run_1/density.png
(2 px per um) The die is cut into 15 by 18 equal tiles; black is low, pale yellow is high, 0 to 100% covered.
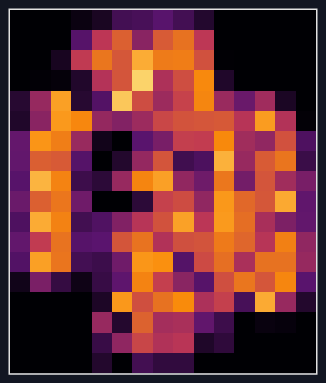
run_1/met2.png
(2 px per um)
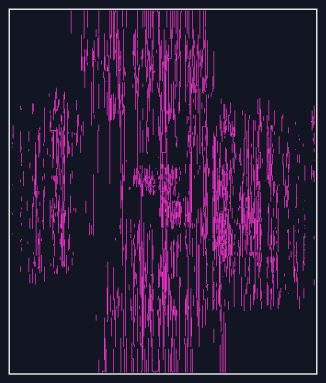
run_1/registers.png
(2 px per um)
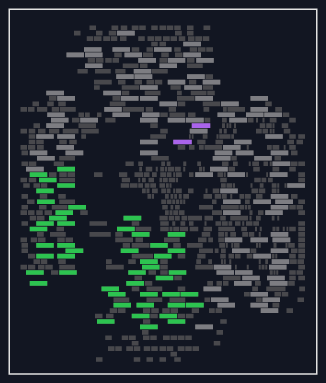
File: src/rtl/csa_pkg.sv
// rtl/csa_pkg.sv - shared defaults and state encoding for the carry-save resolver
package csa_pkg;
   localparam int CSA_WIDTH = 48;
   localparam int CSA_CHUNK = 12;

   typedef enum logic [1:0] {
      IDLE = 2'd0,
      ADD  = 2'd1,
      DONE = 2'd2
   } state_t;
endpackage

File: src/rtl/cpa_chunk.sv
// rtl/cpa_chunk.sv - combinational W-bit carry-propagate adder slice
module cpa_chunk #(
   parameter int W = 12
) (
   input  logic [W-1:0] a,
   input  logic [W-1:0] b,
   input  logic         cin,
   output logic [W-1:0] s,
   output logic         cout
);
   logic [W:0] total;

   assign total   = {1'b0, a} + {1'b0, b} + {{W{1'b0}}, cin};
   assign s       = total[W-1:0];
   assign cout    = total[W];
endmodule

File: src/rtl/csa_resolver.sv
// rtl/csa_resolver.sv - resolves a carry-save pair into binary, one CHUNK per cycle LSB first
module csa_resolver
   import csa_pkg::*;
#(
   parameter int WIDTH = CSA_WIDTH,
   parameter int CHUNK = CSA_CHUNK
) (
   input  logic             clk,
   input  logic             reset,
   input  logic             in_valid,
   output logic             in_ready,
   input  logic [WIDTH-1:0] s_in,
   input  logic [WIDTH-1:0] c_in,
   output logic             out_valid,
   input  logic             out_ready,
   output logic [WIDTH-1:0] sum,
   output logic             carry_out
);
   localparam int NCHUNK = WIDTH / CHUNK;
   localparam int CW     = (NCHUNK > 1) ? $clog2(NCHUNK) : 1;
   localparam logic [CW-1:0] LAST = CW'(NCHUNK - 1);

   state_t           state;
   logic [WIDTH-1:0] s_reg;
   logic [WIDTH-1:0] c_reg;
   logic [CW-1:0]    k;
   logic             carry;
   logic [CHUNK-1:0] chunk_a;
   logic [CHUNK-1:0] chunk_b;
   logic [CHUNK-1:0] chunk_s;
   logic             chunk_cout;

   assign chunk_a = s_reg[int'(k)*CHUNK +: CHUNK];
   assign chunk_b = c_reg[int'(k)*CHUNK +: CHUNK];

   cpa_chunk #(.W(CHUNK)) u_chunk (
      .a    (chunk_a),
      .b    (chunk_b),
      .cin  (carry),
      .s    (chunk_s),
      .cout (chunk_cout)
   );

   always_ff @(posedge clk or posedge reset) begin
      if (reset) begin
         state     <= IDLE;
         s_reg     <= '0;
         c_reg     <= '0;
         k         <= '0;
         carry     <= 1'b0;
         sum       <= '0;
         carry_out <= 1'b0;
         out_valid <= 1'b0;
         in_ready  <= 1'b0;
      end else begin
         case (state)
            IDLE: begin
               // in_ready comes up one edge after reset release, so gate capture on it
               if (in_valid && in_ready) begin
                  s_reg    <= s_in;
                  c_reg    <= c_in;
                  k        <= '0;
                  carry    <= 1'b0;
                  in_ready <= 1'b0;
                  state    <= ADD;
               end else begin
                  in_ready <= 1'b1;
               end
            end
            ADD: begin
               sum[int'(k)*CHUNK +: CHUNK] <= chunk_s;
               carry <= chunk_cout;
               if (k == LAST) begin
                  carry_out <= chunk_cout;
                  out_valid <= 1'b1;
                  state     <= DONE;
               end else begin
                  k <= k + 1'b1;
               end
            end
            DONE: begin
               // Consuming edge only returns to IDLE; acceptance waits for the next edge
               if (out_ready) begin
                  out_valid <= 1'b0;
                  in_ready  <= 1'b1;
                  state     <= IDLE;
               end
            end
            default: begin
               state     <= IDLE;
               out_valid <= 1'b0;
               in_ready  <= 1'b0;
            end
         endcase
      end
   end
endmodule
File: config.mk
export PLATFORM = sky130hd
export DESIGN_NAME = csa_resolver
export DESIGN_NICKNAME = d
export VERILOG_FILES = /design/src/rtl/csa_pkg.sv /design/src/rtl/cpa_chunk.sv /design/src/rtl/csa_resolver.sv
export SDC_FILE = /design/constraint.sdc
export NUM_CORES = 1
export LEC_CHECK = 0
export CAP_MARGIN = 20
export CORE_ASPECT_RATIO = 1.2
export CORE_MARGIN = 5
export CORE_UTILIZATION = 30
export DETAILED_ROUTE_END_ITERATION = 6
export SYNTH_ARGS = -nofsm -noshare
export SYNTH_HDL_FRONTEND = slang
export SYNTH_HIERARCHICAL = 1
export SYNTH_SLANG_ARGS = --single-unit
File: constraint.sdc
create_clock -name clk -period 6.85 [get_ports clk]
set_clock_uncertainty 0.05 [all_clocks]
set_input_delay 1.7125 -clock clk [delete_from_list [all_inputs] [get_ports clk]]
set_output_delay 1.7125 -clock clk [all_outputs]
set_load 0.01 [all_outputs]
==> results.py, run 1 <==
# Physical implementation metrics
metrics = {
    "run_status": {
        "status": "finished clean",
    },
    "die": {
        "die-area_sq_um": 27800,
        "ioPinCount": 151,
        "die_w_um": 153,
        "die-height_um": 182,
        "core.rowCount": 62,
    },
    "clocking": {
        "post-cts-setup-buffers": 0,
        "htreeDepth": 4,
        "cts_buffers": 17,
        "clock_tree.buffer_depth": 2,
        "cts.clk_slew.worst_paths_ps": 70,
        "cts_tree": "done",
        "postCtsHoldBufs": 0,
        "cts_repair_resize_count": 0,
        "insertion_delay_ps": 420,
        "cts.sinks": 152,
        "clock-root-buffer": "clkbuf_16",
    },
    "synthesis": {
        "yosysWarnings": 6,
        "synth.yosys.seq_area_share_pct": 51.7,
        "edf_count": 0,
        "postSynthCellCount": 540,
        "synthesis.nets": 660,
        "synth_cell_types": 60,
        "syn_area_sq_um": 7360,
        "ys_area_sq_um": 7360,
        "yosys_most_used_dff": "dfrtp_1",
        "ys_ff": 152,
    },
    "route": {
        "vias": 4944,
        "drtIter0Drc": 194,
        "viasPerCell": 4.88,
        "wirelength_um": 19100,
        "final_antenna_net_count": 0,
        "drc": 0,
        "first_pass_iters": 4,
    },
    "layout": {
        "drive_above_1_share_pct": 25.9,
        "final_cell_mix": "dfrtp_1, clkdlybuf4s50_1, mux2_2",
        "stdcell_count": 1014,
        "diodes": 0,
        "nFillCells": 2229,
        "final_nets": 801,
    },
    "global_routing": {
        "antenna_found_initial": 0,
        "grt_pass1_vias": 5414,
        "grt_max_degree": 110,
        "grtUsageTotal_pct": 13.9,
        "grt_remaining_overflow": 0,
        "grt_pass1_wl_um": 30200,
    },
    "timing": {
        "fmax_mhz": 247,
        "slew_headroom_pct": 32.9,
        "rsz0062_at_grt": "false",
        "hold_viol_final": 0,
        "finalSetupTns_ps": 0,
        "slew_violations": 0,
        "setup_viol": 0,
        "layout_setup_ws_ps": 2800,
        "min_period_ps": 4050,
        "worst_pin_slew_ps": 1010,
        "fin_crit_sh_pct": 59.2,
    },
    "worst_hold_path": {
        "min_from": "sum[20]$_DFFE_PP0P_",
        "min_path_cells": 2,
    },
    "critical_path": {
        "cpPeakStageDelay_ps": 910,
        "path_common_cell": "fa_1",
        "r2r_cells": 9,
        "crit_fanout": 26,
        "reg2reg_slack_ps": 2800,
        "cp-start-kind": "flop",
        "r2r_start": "k[0]$_DFFE_PP0P_",
        "crit_start": "k[0]$_DFFE_PP0P_",
        "required_ps": 7120,
        "end_kind": "flop",
        "cp_slowest_cell": "dfrtp_2",
        "path_cells": "mux4_2 -> fa_1 -> fa_1 -> a211oi_1 -> o21ai_0 -> a31oi_1 -> xnor2_1 -> mux2i_1 -> o31ai_1",
        "path_class": "reg2reg",
        "r2r-end": "sum[34]$_DFFE_PP0P_",
        "cp-endpoint": "sum[34]$_DFFE_PP0P_",
        "arrival_ps": 4320,
    },
    "run": {
        "maxCapViolCount": 0,
        "warnings": 33,
    },
    "place": {
        "placedCellCount": 980,
        "gp_congestion": 0.826,
        "hpwlAfterDp_um": 14500,
        "place_ws_ps": 2450,
    },
}
Back to the opening pictures, density.png:
tiles over 75% full: 7.4%
nearly empty tiles: 24%
fullest tile: 91%
mean over tiles: 34%
core area: 24,000 sq um
Final Util: 40.5%
fp util: 30.6%

Back to the opening pictures, met2.png:
main direction: vertical
wire length on this layer: 10,100 um

Back to the opening pictures, registers.png:
legend:
  `k`:
    color: purple
    flops: 2
  `s_reg`:
    color: green
    flops: 48

-- run 1: cell usage after synthesis (all sizes together) (3+ instances only) --
library cell	number	area (sq um)
dfrtp	152	3800
mux2	98	1140
nand2	40	150
buf	29	184
mux4	24	541
o21ai	23	145
a22o	22	193
ha	18	225
nor2	17	63.8
mux2i	9	90.1
o31ai	9	67.6
a21oi	8	40.0
nand3b	8	72.6
nand2b	7	43.8
a21o	6	45.0
inv	6	22.5
clkbuf	5	18.8
xnor2	5	43.8
nand3	4	20.0
a221oi	3	26.3
a32o	3	30.0
nor4b	3	47.5
-- run 1: worst max-delay path, delay by kind of cell (launching register included) --
family	cells	cell delay (ps)
fa+ha+maj	2	900
compound gates	4	980
flops	1	910
mux	2	820
xor+xnor	1	270
-- run 1: final cells by class --
type	instances	area (sq um)	area share [%]
sequential	152	3810	39.0
tap	320	400	4.11
multi-input combinational	348	3330	34.2
clock buffer	17	425	4.36
inverter	6	27.5	0.282
clock inverter	15	190	1.95
timing repair buffer	156	1560	16.0
-- run 1: cells by family after synthesis --
logic type               count (synthesis)  share of synthesized area (%)
AND/OR/NAND/NOR                        101                           7.67
XOR/XNOR                                 7                          0.833
multiplexers                           131                           24.0
buffers and inverters                   40                           3.06
flip-flops                             152                           51.7
AND-OR/OR-AND                           89                           9.13
adder cells (fa/ha/maj)                 20                           3.60
-- run 1: worst min-delay path by stage --
stage / endpoint / slack [ps]
finish: sum[20]$_DFFE_PP0P_ / 430
global route: sum[20]$_DFFE_PP0P_ / 460
CTS: sum[20]$_DFFE_PP0P_ / 440
detailed placement: sum[20]$_DFFE_PP0P_ / 420
global placement: sum[27]$_DFFE_PP0P_ / 410
floorplan: c_reg[25]$_DFFE_PP0P_ / 430
-- run 1: per-stage QoR --
stage                     cell area (sq um)  utilization [%]  hold WS, ps
after floorplan                        7360                -          425
after global placement                 9100             37.8          414
after detailed placement               9100             37.8          420
after CTS                              9720             40.4          435
after global routing                   9750             40.5          459
final                                  9750             40.5          431
-- run 1: metal layers --
metal / up-vias / GRT usage (%) / part of all wire (%)
li1: 2293 / - / -
met1: 2452 / 16.4 / 40
met2: 175 / 24.6 / 53
met3: 24 / 3.64 / 4.6
met4: 0 / 4.39 / 2.1
met5: - / 0 / 0
==> inputs of run 2 (changes only) <==
==> constraint.sdc (replaced) <==
create_clock -name clk -period 3.6 [get_ports clk]
set_clock_uncertainty 0.05 [all_clocks]
set_input_delay 0.9 -clock clk [delete_from_list [all_inputs] [get_ports clk]]
set_output_delay 0.9 -clock clk [all_outputs]
set_load 0.01 [all_outputs]
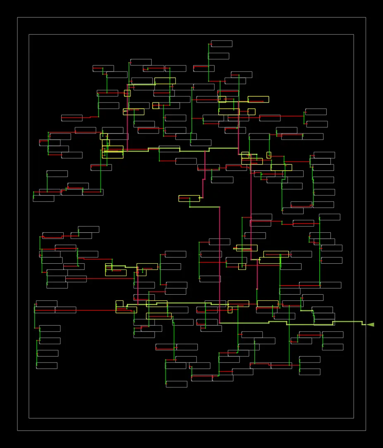
run_2/final_clocks.png
clock buf count: 17

==> results.py, run 2 <==
# Physical implementation metrics
metrics = {
    "critical_path": {
        "path_buffers": 1,
        "r2r_cells": 9,
        "crit_fanout": 5,
        "arrival_ps": 3680,
        "path_common_cell": "fa_1",
        "required_ps": 3870,
        "r2r-end": "sum[32]$_DFFE_PP0P_",
        "cp-start-kind": "flop",
        "end_kind": "flop",
        "path_cells": "mux4_2 -> fa_1 -> fa_1 -> buf_4 -> a21o_1 -> a21oi_1 -> xnor2_1 -> mux2i_2 -> o31ai_1",
        "cpPeakStageDelay_ps": 540,
        "r2r_start": "k[0]$_DFFE_PP0P_",
        "cp_top_family": "adder cells",
        "path_class": "reg2reg",
        "cp_slowest_cell": "mux4_2",
    },
    "route": {
        "drtIter0Drc": 196,
        "final_antenna_net_count": 0,
        "first_pass_iters": 5,
        "wirelength_um": 19500,
        "viasPerCell": 4.91,
        "vias": 5068,
    },
    "layout": {
        "post-route-util_pct": 41.3,
        "fin_area_sq_um": 9930,
        "final_cell_mix": "dfrtp_1, clkdlybuf4s50_1, mux2_2",
        "drive_above_1_share_pct": 29.1,
        "regArea_sq_um": 3810,
        "stdcell_count": 1032,
        "final_nets": 819,
        "nFillCells": 2284,
    },
    "clocking": {
        "clock_tree.buffer_depth": 2,
        "cts_tree": "done",
        "cts.clk_slew.worst_paths_ps": 70,
        "insertion_delay_ps": 430,
        "htreeDepth": 4,
        "cts.sinks": 152,
    },
    "place": {
        "gp_congestion": 0.812,
        "placedCellCount": 996,
    },
    "global_routing": {
        "grtUsageTotal_pct": 14.3,
        "grt_remaining_overflow": 0,
        "grt_pass1_wl_um": 30900,
    },
    "timing": {
        "finalSetupTns_ps": 0,
        "slew_headroom_pct": 41.3,
        "hold_viol_final": 0,
        "worst_pin_slew_ps": 878,
        "setup_viol": 0,
        "min_period_ps": 3410,
        "slew_violations": 0,
        "fmax_mhz": 293,
        "fin_crit_sh_pct": 94.7,
    },
    "run": {
        "maxCapViolCount": 0,
        "warnings": 32,
    },
    "synthesis": {
        "synth.yosys.seq_area_share_pct": 51.7,
        "largest_area_cell": "dfrtp_1",
        "synthSimpleGateAreaFrac_pct": 7.67,
        "synthesis.nets": 660,
        "postSynthCellCount": 540,
        "edf_count": 0,
        "xor_area_share_pct": 0.833,
        "common_cells": "dfrtp_1, mux2_2, nand2_1",
        "top_cells_by_area": "dfrtp_1, mux2_2, mux4_2, ha_1, a22o_1",
        "ys_area_sq_um": 7360,
        "yosys_most_used_dff": "dfrtp_1",
        "synthAdderAreaFrac_pct": 3.60,
        "syn_area_sq_um": 7360,
        "ys_top_logic_family": "multiplexers",
        "synth_cell_types": 60,
        "aoi_share_pct": 9.13,
        "top_area_share_pct": 51.7,
        "yosysWarnings": 6,
        "ys_sh_mux_pct": 24.0,
    },
    "die": {
        "coreArea_sq_um": 24000,
        "die-height_um": 182,
        "core.rowCount": 62,
        "die_w_um": 153,
    },
    "worst_hold_path": {
        "min_path_cells": 2,
        "min_from": "sum[27]$_DFFE_PP0P_",
    },
    "run_status": {
        "status": "finished clean",
    },
}
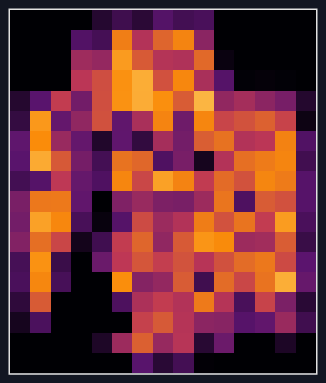
run_2/density.png
(2 px per um) The die is cut into 15 by 18 equal tiles; black is low, pale yellow is high, 0 to 100% covered.
mean over tiles: 34%
emptiest ninth of the die: bottom left
nearly empty tiles: 23%
tiles over 75% full: 5.9%
fullest tile: 84%

-- run 2: what timing repair did --
item,CTS,global route
hold buffers,0,0
endpoints found under the setup margin,1,15
resized,1,13
endpoints found under the hold margin,0,0
pin swaps,0,1
buffers inserted,0,4
-- run 2: cell type report --
class | instances | area share [%]
Multi-Input combinational cell | 348 | 34.1
Clock inverter | 15 | 1.66
Timing Repair Buffer | 174 | 17.3
Tap cell | 320 | 4.03
Inverter | 6 | 0.265
Clock buffer | 17 | 4.28
Sequential cell | 152 | 38.3
-- run 2: worst reg2reg max path: stages (launching register included) --
cell and delay [ps]:
dfrtp_2 450, mux4_2 550, fa_1 480, fa_1 420, buf_4 160, a21o_1 170, a21oi_1 180, xnor2_1 350
mux2i_2 220, o31ai_1 290
-- run 2: worst max path at each step --
| stage | start | to | slack [ps] | depth (start not counted) |
|---|---|---|---|---|
| final | k[0]$_DFFE_PP0P_ | sum[32]$_DFFE_PP0P_ | 190 | 9 |
| after global routing | k[0]$_DFFE_PP0P_ | sum[32]$_DFFE_PP0P_ | -10 | 9 |
| after CTS | k[0]$_DFFE_PP0P_ | sum[34]$_DFFE_PP0P_ | 20 | 9 |
| after detailed placement | k[0]$_DFFE_PP0P_ | sum[33]$_DFFE_PP0P_ | -10 | 9 |
| after global placement | k[1]$_DFFE_PP0P_ | sum[37]$_DFFE_PP0P_ | 60 | 10 |
| after floorplan | k[1]$_DFFE_PP0P_ | sum[33]$_DFFE_PP0P_ | 140 | 11 |
-- run 2: stage by stage --
| stage | worst slack, ps | hold slack (ps) |
|---|---|---|
| 6_report | 192 | 433 |
| 4_1_cts | 24.8 | 435 |
| 3_5_place_dp | -12.4 | 419 |
| 2_1_floorplan | 136 | 425 |
| 3_3_place_gp | 61.8 | 412 |
| 5_1_grt | -14.7 | 454 |
-- run 2: cell families after synthesis --
kind of cell | count (synthesis)
XOR/XNOR | 7
adder cells (fa/ha/maj) | 20
flip-flops | 152
buffers and inverters | 40
AND/OR/NAND/NOR | 101
multiplexers | 131
AND-OR/OR-AND | 89
-- run 2: per-layer routing --
| layer | GRT usage (%) | vias up | share of wire (%) |
|---|---|---|---|
| met1 | 16.4 | 2552 | 39 |
| li1 | - | 2334 | - |
| met5 | 0 | - | 0 |
| met3 | 3.69 | 33 | 4.6 |
| met4 | 5.13 | 0 | 2.3 |
| met2 | 25.7 | 149 | 54 |
